==> config.mk <==
export PLATFORM = sky130hd
export DESIGN_NAME = sdram_arbit
export DESIGN_NICKNAME = d
export VERILOG_FILES = /design/src/rtl/sdram_pkg.sv /design/src/rtl/sdram_cmd_mux.sv /design/src/rtl/sdram_arbit.sv
export SDC_FILE = /design/constraint.sdc
export NUM_CORES = 1
export LEC_CHECK = 0
export ABC_AREA = 1
export CORE_MARGIN = 2
export CORE_UTILIZATION = 28
export DETAILED_ROUTE_END_ITERATION = 10
export HOLD_SLACK_MARGIN = 0.08
export PLACE_DENSITY_LB_ADDON = 0.2
export RECOVER_POWER = 25
export SETUP_SLACK_MARGIN = 0.4
export SLEW_MARGIN = 20
export SYNTH_ARGS = -nofsm -noshare
export SYNTH_HDL_FRONTEND = slang
export SYNTH_SLANG_ARGS = --single-unit
==> constraint.sdc <==
create_clock -name sysclk_100M -period 2.45 [get_ports sysclk_100M]
set_input_delay 0.6125 -clock sysclk_100M [delete_from_list [all_inputs] [get_ports sysclk_100M]]
set_output_delay 0.6125 -clock sysclk_100M [all_outputs]
set_load 0.1 [all_outputs]
Routed metal, one color a layer:
Drawn at 8 px/micron.
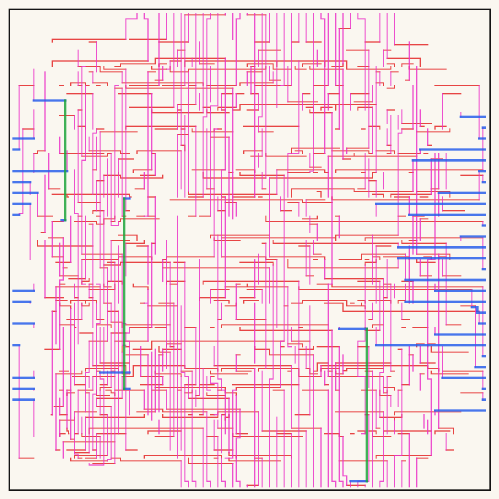
color	layer	wire length
magenta	met2	2550 microns
red	met1	1680 microns
blue	met3	186 microns
green	met4	57.8 microns
GRT Overall Usage: 23.90%
vias post-DR: 1607

Placement density heat map:
Drawn at 6 px/micron. 12 x 12 tiles, from white (low) to dark blue (high), 0 to 100% covered.
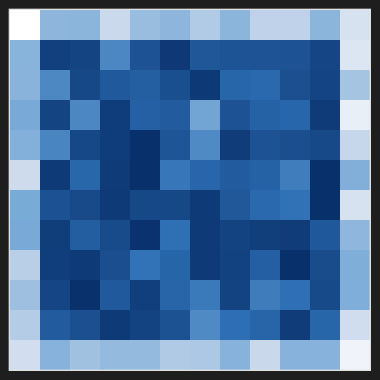
nearly empty tiles	0.70%
mean over tiles	70%
tiles over 75% full	58%
post-route core utilization: 85.21%
Core ar.: 3003 sq um
fp util: 29.17%

Supply network:
Drawn at 6 px/micron. Pins as bars on the die edge. Tap cells in gray.
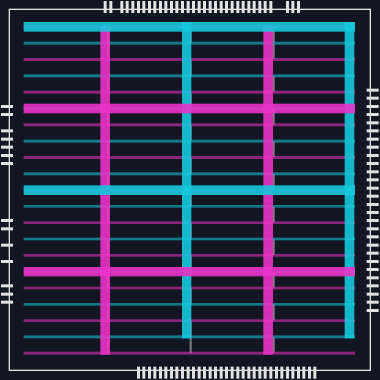
color	net
magenta	VSS
cyan	VDD
tap cells	33
met1 rails	21
rows	20
met4 straps	4
signal pins	108
Die W: 59.93 microns
vertical die size: 59.93 microns
peak supply drop: 0.0008184 V

Sizing map:
Drawn at 6 px/micron.
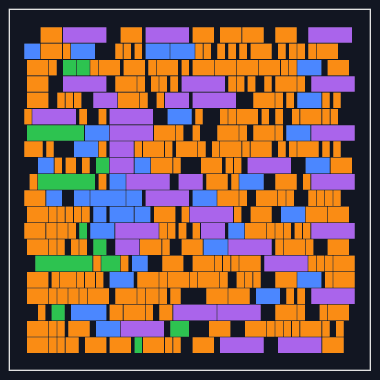
color	size	cells
purple	drive 6 and up	33
orange	drive 1 or less	239
blue	drive 3 to 4	33
green	drive 2	12
design area: 2559 sq um
final setup margin: 137.4 ps
Area Overhead vs Synth: 192.1%
Repair and plain buffers: 126

Clock nets:
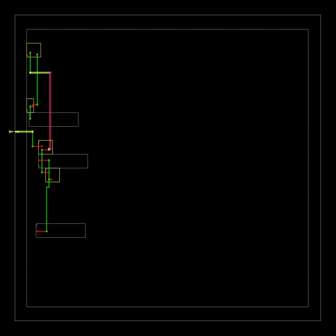
Late-Pin Clk Latency: 240 ps
Clock Sink Count: 3
Power Clock: 0.0890 mW

==> impl_metrics.toml <==
# synthesis and place-and-route metrics
[synth]
synthCells = 196
edf_count = 0
yosysUniqueCellTypes = 18
synthesis.area_sq_um = 875.8
yosys_cells = 196
fp_nets = 281
yosysMostFrequentCell = "nand2_1"
top_area_share_pct = 50.14

[run]
maxCapViolCount = 0
tool_warnings = 29

[power_and_ir_drop]
maxPowerGroup = "combinational logic"
power.density_nw_per_um2 = 1132
p_sw_share_pct = 59.61
p_seq_mw = 0.113

[setup_path]
arrival_ps = 1700
r2r_setup_slack_ps = 1060
cp_max_fo = 20
path_depth = 9

[global_route]
grt_pass1_wl_mm = 6.610
grt_pass1_vias = 1471

[cells_and_area]
logic_area_sq_um = 873.3
inv_count = 10
lay_top_count = "nand2_1"

[cts]
cts_tree = "yes"

[sta]
setup_viol = 0
rsz0062_at_grt = "true"

[detailed_routing]
routed_via_density = 4.591

[outcome]
outcome = "complete, no violations"

[place]
placed_area_sq_um = 2399
portBuffers = 107
pre_cts_slack_ps = -52.28
metrics by stage:
step	setup TNS, ps	total power, mW	hold WS (ps)
after detailed placement	-85.02	2.580	574.9
after CTS	0	2.798	500.9
after floorplan	0	1.728	316.9
after global placement	-44.98	2.552	581.7
final	0	2.896	567.9
after global routing	0	3.038	580.5
per-layer routing:
metal	up-vias	GRT usage, %	routed length [microns]
met5	-	0	0
met4	0	4.444	57
met3	6	2.381	185
met2	50	48.60	2546
met1	711	26.07	1682
li1	840	-	-
cells by family (layout without fill, tap and decap cells):
group,Yosys count,after routing,share of synthesized area (%)
AND/OR/NAND/NOR,169,169,77.71
buffers and inverters,19,140,10.86
AND-OR/OR-AND,5,5,2.857
flip-flops,3,3,8.571
No activity file was given, so power comes from the tool's default toggle rates.
